**src/rtl/pll_reset_sequencer_pkg.sv**
```systemverilog
// Shared types and constants for the PLL bring-up / domain reset sequencer.
package pll_seq_pkg;

  typedef enum logic [2:0] {
    ST_RESET_PLL = 3'd0,
    ST_WAIT_LOCK = 3'd1,
    ST_STABLE    = 3'd2,
    ST_RELEASE   = 3'd3,
    ST_RUN       = 3'd4,
    ST_FAIL      = 3'd5
  } pll_seq_state_e;

  localparam int LOST_CNT_W = 8;

  // One shared phase counter must hold the longest interval any state times.
  function automatic int seq_cnt_width(input int a, input int b, input int c,
                                       input int d, input int e);
    int m;
    m = a;
    if (b > m) m = b;
    if (c > m) m = c;
    if (d > m) m = d;
    if (e > m) m = e;
    return $clog2(m) + 1;
  endfunction

endpackage

```
**src/rtl/pll_reset_sequencer_lock_sync.sv**
```systemverilog
// Two-flop synchroniser bringing the PLL lock indication into the refclk domain.
module pll_lock_sync (
  input  logic i_clk,
  input  logic i_rst,
  input  logic i_async,
  output logic o_sync
);

  logic [1:0] r_sync;

  // Shift the asynchronous lock through two refclk stages.
  always_ff @(posedge i_clk) begin
    if (i_rst) begin
      r_sync <= 2'b00;
    end else begin
      r_sync <= {r_sync[0], i_async};
    end
  end

  assign o_sync = r_sync[1];

endmodule

```
**src/rtl/pll_reset_sequencer.sv**
```systemverilog
// PLL bring-up and per-domain reset sequencer, refclk domain only.
// Optional lock-timeout retry/fail behaviour enabled by PLL_SEQ_RETRY_EN.
module pll_reset_sequencer
  import pll_seq_pkg::*;
#(
  parameter int NUM_CLOCKS          = 5,
  parameter int RESET_PULSE_CYCLES  = 16,
  parameter int LOCK_TIMEOUT_CYCLES = 65536,
  parameter int LOCK_STABLE_CYCLES  = 1024,
  parameter int RELEASE_GAP_CYCLES  = 8,
  parameter int MAX_RETRIES         = 3
) (
  input  logic                  i_refclk,
  input  logic                  i_rst,
  input  logic                  i_pll_locked,
  output logic                  o_pll_rst,
  output logic [NUM_CLOCKS-1:0] o_domain_rst,
  output logic                  o_ready,
  output logic                  o_fail,
  output logic [LOST_CNT_W-1:0] o_lock_lost_count
);

  // Release span is included so the last domain offset is always representable.
  localparam int CNT_W = seq_cnt_width(RESET_PULSE_CYCLES, LOCK_TIMEOUT_CYCLES,
                                       LOCK_STABLE_CYCLES,
                                       NUM_CLOCKS * RELEASE_GAP_CYCLES, MAX_RETRIES);
  localparam logic [CNT_W-1:0] CNT_ONE      = CNT_W'(1);
  localparam logic [CNT_W-1:0] PULSE_LAST   = CNT_W'(RESET_PULSE_CYCLES - 1);
  localparam logic [CNT_W-1:0] STABLE_LAST  = CNT_W'(LOCK_STABLE_CYCLES - 1);
  localparam logic [CNT_W-1:0] RELEASE_LAST = CNT_W'((NUM_CLOCKS - 1) * RELEASE_GAP_CYCLES);
`ifdef PLL_SEQ_RETRY_EN
  localparam logic [CNT_W-1:0] TIMEOUT_LAST = CNT_W'(LOCK_TIMEOUT_CYCLES - 1);
  localparam logic [CNT_W-1:0] RETRY_MAX    = CNT_W'(MAX_RETRIES);
`endif

  logic                  w_locked_sync;
  pll_seq_state_e        r_state;
  pll_seq_state_e        w_state_nxt;
  logic [CNT_W-1:0]      r_cnt;
  logic [CNT_W-1:0]      w_cnt_nxt;
  logic                  w_lock_drop;
  logic [LOST_CNT_W-1:0] r_lost;
  logic [LOST_CNT_W-1:0] w_lost_nxt;
  logic [NUM_CLOCKS-1:0] w_domain_nxt;
  logic                  r_pll_rst;
  logic [NUM_CLOCKS-1:0] r_domain_rst;
  logic                  r_ready;
`ifdef PLL_SEQ_RETRY_EN
  logic [CNT_W-1:0]      r_retry;
  logic [CNT_W-1:0]      w_retry_nxt;
  logic                  r_fail;
`endif

  pll_lock_sync u_lock_sync (
    .i_clk   (i_refclk),
    .i_rst   (i_rst),
    .i_async (i_pll_locked),
    .o_sync  (w_locked_sync)
  );

  // Next-state and counter logic; the counter defaults to 0 so every state entry starts fresh.
  always_comb begin
    w_state_nxt = r_state;
    w_cnt_nxt   = {CNT_W{1'b0}};
    w_lock_drop = 1'b0;
`ifdef PLL_SEQ_RETRY_EN
    w_retry_nxt = r_retry;
`endif
    case (r_state)
      ST_RESET_PLL: begin
        if (r_cnt == PULSE_LAST) w_state_nxt = ST_WAIT_LOCK;
        else                     w_cnt_nxt   = r_cnt + CNT_ONE;
      end
      ST_WAIT_LOCK: begin
        if (w_locked_sync) w_state_nxt = ST_STABLE;
`ifdef PLL_SEQ_RETRY_EN
        else if (r_cnt != TIMEOUT_LAST) w_cnt_nxt = r_cnt + CNT_ONE;
        else if (r_retry < RETRY_MAX) begin
          w_state_nxt = ST_RESET_PLL;
          w_retry_nxt = r_retry + CNT_ONE;
        end else begin
          w_state_nxt = ST_FAIL;
        end
`else
        else w_cnt_nxt = {CNT_W{1'b0}};
`endif
      end
      ST_STABLE: begin
        if (!w_locked_sync)            w_state_nxt = ST_WAIT_LOCK;
        else if (r_cnt == STABLE_LAST) w_state_nxt = ST_RELEASE;
        else                           w_cnt_nxt   = r_cnt + CNT_ONE;
      end
      ST_RELEASE: begin
        if (!w_locked_sync)             w_lock_drop = 1'b1;
        else if (r_cnt == RELEASE_LAST) w_state_nxt = ST_RUN;
        else                            w_cnt_nxt   = r_cnt + CNT_ONE;
      end
      ST_RUN: begin
        if (!w_locked_sync) w_lock_drop = 1'b1;
        else                w_state_nxt = ST_RUN;
      end
      ST_FAIL: w_state_nxt = ST_FAIL;
      default: w_state_nxt = ST_RESET_PLL;
    endcase

    if (w_lock_drop) begin
      w_state_nxt = ST_RESET_PLL;
      w_lost_nxt  = (r_lost == {LOST_CNT_W{1'b1}}) ? r_lost : r_lost + LOST_CNT_W'(1);
`ifdef PLL_SEQ_RETRY_EN
      w_retry_nxt = {CNT_W{1'b0}};
`endif
    end else begin
      w_lost_nxt = r_lost;
    end
  end

  // Domain k is released once the release phase has run k gaps, and stays released in RUN.
  always_comb begin
    for (int k = 0; k < NUM_CLOCKS; k++) begin
      w_domain_nxt[k] = ~((w_state_nxt == ST_RUN) ||
                          ((w_state_nxt == ST_RELEASE) &&
                           (w_cnt_nxt >= CNT_W'(k * RELEASE_GAP_CYCLES))));
    end
  end

  // State, counters and outputs registered together so outputs track the current state.
  always_ff @(posedge i_refclk) begin
    if (i_rst) begin
      r_state      <= ST_RESET_PLL;
      r_cnt        <= {CNT_W{1'b0}};
      r_lost       <= {LOST_CNT_W{1'b0}};
      r_pll_rst    <= 1'b1;
      r_domain_rst <= {NUM_CLOCKS{1'b1}};
      r_ready      <= 1'b0;
`ifdef PLL_SEQ_RETRY_EN
      r_retry      <= {CNT_W{1'b0}};
      r_fail       <= 1'b0;
`endif
    end else begin
      r_state      <= w_state_nxt;
      r_cnt        <= w_cnt_nxt;
      r_lost       <= w_lost_nxt;
      r_pll_rst    <= (w_state_nxt == ST_RESET_PLL) || (w_state_nxt == ST_FAIL);
      r_domain_rst <= w_domain_nxt;
      r_ready      <= (w_state_nxt == ST_RUN);
`ifdef PLL_SEQ_RETRY_EN
      r_retry      <= w_retry_nxt;
      r_fail       <= (w_state_nxt == ST_FAIL);
`endif
    end
  end

  assign o_pll_rst         = r_pll_rst;
  assign o_domain_rst      = r_domain_rst;
  assign o_ready           = r_ready;
  assign o_lock_lost_count = r_lost;
`ifdef PLL_SEQ_RETRY_EN
  assign o_fail            = r_fail;
`else
  assign o_fail            = 1'b0;
`endif

endmodule
```
**config.mk**
```make
export PLATFORM = sky130hd
export DESIGN_NAME = pll_reset_sequencer
export DESIGN_NICKNAME = d
export VERILOG_FILES = /design/src/rtl/pll_reset_sequencer_pkg.sv /design/src/rtl/pll_reset_sequencer_lock_sync.sv /design/src/rtl/pll_reset_sequencer.sv
export SDC_FILE = /design/constraint.sdc
export NUM_CORES = 1
export LEC_CHECK = 0
export CORE_MARGIN = 3
export CORE_UTILIZATION = 30
export DETAILED_ROUTE_END_ITERATION = 8
export GPL_TIMING_DRIVEN = 0
export SLEW_MARGIN = 10
export SYNTH_ARGS = -nofsm -noshare
export SYNTH_HDL_FRONTEND = slang
export SYNTH_SLANG_ARGS = --single-unit
```
**constraint.sdc**
```tcl
create_clock -name i_refclk -period 2.3 [get_ports i_refclk]
set_input_delay 0.46 -clock i_refclk [delete_from_list [all_inputs] [get_ports i_refclk]]
set_output_delay 0.46 -clock i_refclk [all_outputs]
set_load 0.02 [all_outputs]
```
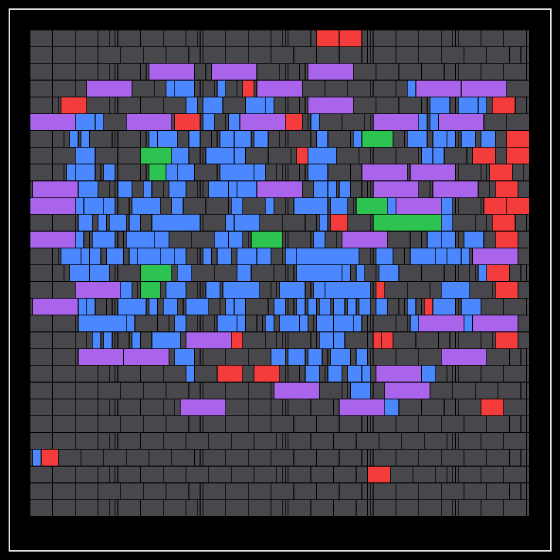
cell_classes.png
Fill, decap, tap and diode cells in grey.
class	colour	cells
flops	purple	37
other buffers and delay cells	red	31
all other logic	blue	177
clock drivers and dummy loads	green	8

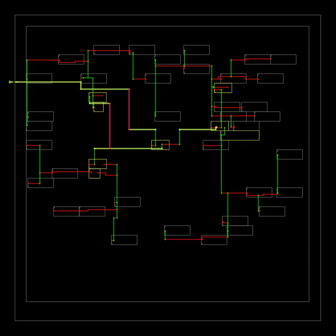
final_clocks.png
cts bufs inserted: 5
clk latency late pin: 0.29 ns
CLK BUF: 5
seq_cells: 37
clock skew: 0.00622 ns

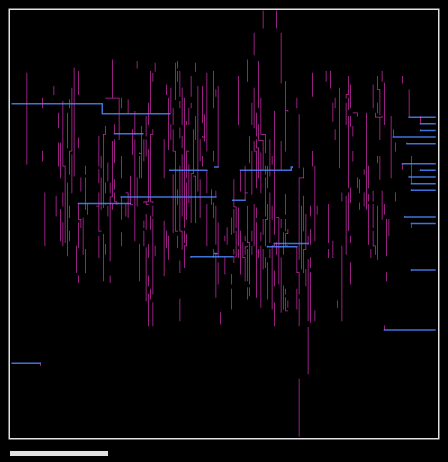
metal_stack.png
The bar under the picture is 20 um long. Only two layers are drawn.
layer	colour	wire length
met3	blue	196 um
met2	magenta	1,890 um

==> notes.md <==
run metrics: Detailed Routing Iterations Pass 1=4, Max Clk Rate=474 MHz, CTS root buf=clkbuf_8, slowest stage cell, crit path=dfxtp_1, Power Density=525 nW/um^2, Flop area=741 um^2, Yosys cell types=around 52, Die W=87.5 um, Top-area cell share=0.371, top cells by count, synth=dfxtp_1 (37), nor2_1 (35), nand3_1 (13), post-layout util=0.379, Total Wirelength=between 4000 and 5000 um, RSZ-0062 raised after global routing=no, Worst Hold Depth=1, Synth flops=37, R2R cell count=7, via count=around 1,700, largest net degree at the start of global routing=14, worst path cell trace=ha_1, nand3_2, nor2_2, o211ai_1, a221oi_2, a21oi_2, o31ai_2, cycle use final=0.917, CTS Hold Buffers Added=0, Hold EP=u_lock_sync.r_sync[1], Mapped Avg Cell Area=8.79 um^2, ANT nets after route=0, worst vdd ir=~0.27 mV, vias in the first global route=1,577, ranking of synthesized cells by area=dfxtp_1 (37%), nor2_1 (6.6%), xnor2_1 (4.4%), clk buf depth=2, async set-reset flop share out of synthesis=0, YS chip area=1990 um^2, most common cell in the netlist=dfxtp_1, Slew Viols, Final=0, Leakage=approximately 0.86 nW, Mapped Nets=233, post-synth top area cell=dfxtp_1, Commonest Layout Cell=dfxtp_1, DRC viols=0, gr usage total=0.116, Worst path depth=7, Final Hold Fails=0, Layout Nets=258, # H-tree levels=2, Die Size=around 7700 um^2, most frequent cells in the layout=dfxtp_1 (37), nor2_1 (33), clkdlybuf4s50_1 (17), Hold Crit Start=u_lock_sync.r_sync[0], Core Rows=29, drt via density=~5, starting DRC count in detailed routing=~76, Crit path arrival time=2.32 ns, WL/cell=around 13 um, normalized max-slew margin=0.595, setup TNS=0 ns, combinational share of power=0.035, RR Startpoint=r_cnt[0], crit path time final=roughly 2.1 ns, Clock power frac=0.451, Floorplan Utilization=0.312, OpenROAD warning count=27, combinational gate area=roughly 1200 um^2, area grow syn2layout=21.3%, Worst setup endpoint=o_domain_rst[3], Critical Path Fanout Max=7, CTS tree=yes, CTS clock-pin slew for the worst setup and hold paths=approximately 0.080 ns, startpoint types=flip-flop, Reg-to-Reg End=o_domain_rst[3], CP max stage delay=~0.43 ns, clock sink count=37, Yosys warnings=0, Seq pwr share=0.515, total gr overflow=0, Worst Path Buf+Inv=0, Synth Cell Area=between 1500 and 2000 um^2, type of the worst setup path=reg2reg, outcome=completed, EDFF count, synth=0
layout make-up:
| type | count | share of cell area |
|---|---|---|
| clock inverters | 3 | 0.0191 |
| well taps | 77 | 0.0398 |
| plain buffers | 13 | 0.0378 |
| flip-flops and latches | 37 | 0.306 |
| inverters | 8 | 0.0124 |
| clock buffers | 5 | 0.0285 |
| multi-input cells | 169 | 0.483 |
| repair buffers | 18 | 0.0735 |
state kept, by name, summed over array words and instances, names as in the netlist:
register / cells
r_cnt: 17
o_lock_lost_count: 8
o_domain_rst: 5
r_state: 3
u_lock_sync.r_sync: 2
o_pll_rst: 1
o_ready: 1
metrics by stage:
step	cells	area, um^2	setup WS [ns]
2_1_floorplan	227	1990	0.395
3_3_place_gp	321	2260	0.0582
3_5_place_dp	321	2260	0.0407
4_1_cts	329	2380	0.0287
5_1_grt	330	2420	0.0138
6_report	330	2420	0.190
power groups by stage:
stage	clock (mW)	sequential [mW]	combinational, mW
after floorplan	0	0.667	0.0313
after global placement	0	0.668	0.0425
after detailed placement	0	0.668	0.0432
after CTS	0.593	0.653	0.0433
after global routing	0.613	0.655	0.0505
final	0.572	0.654	0.0441
cells by family after synthesis:
kind of cell | after synthesis | share of synthesized area
flip-flops | 37 | 0.371
other | 1 | 0.00188
buffers and inverters | 21 | 0.0608
AND/OR/NAND/NOR | 104 | 0.288
adder cells (fa/ha/maj) | 3 | 0.0188
AND-OR/OR-AND | 39 | 0.161
XOR/XNOR | 20 | 0.0878
multiplexers | 2 | 0.0100
routing by layer:
layer  global-route usage  wire length (um)  part of all wire  vias to the layer above
li1                     -                 -                 -                      857
met1                0.156              2040              0.49                      779
met2                0.182              1890              0.45                       33
met3               0.0292               195             0.047                        8
met4               0.0377                53             0.013                        0
met5                    0                 0                 0                        -
No activity file was given, so power comes from the tool's default toggle rates.
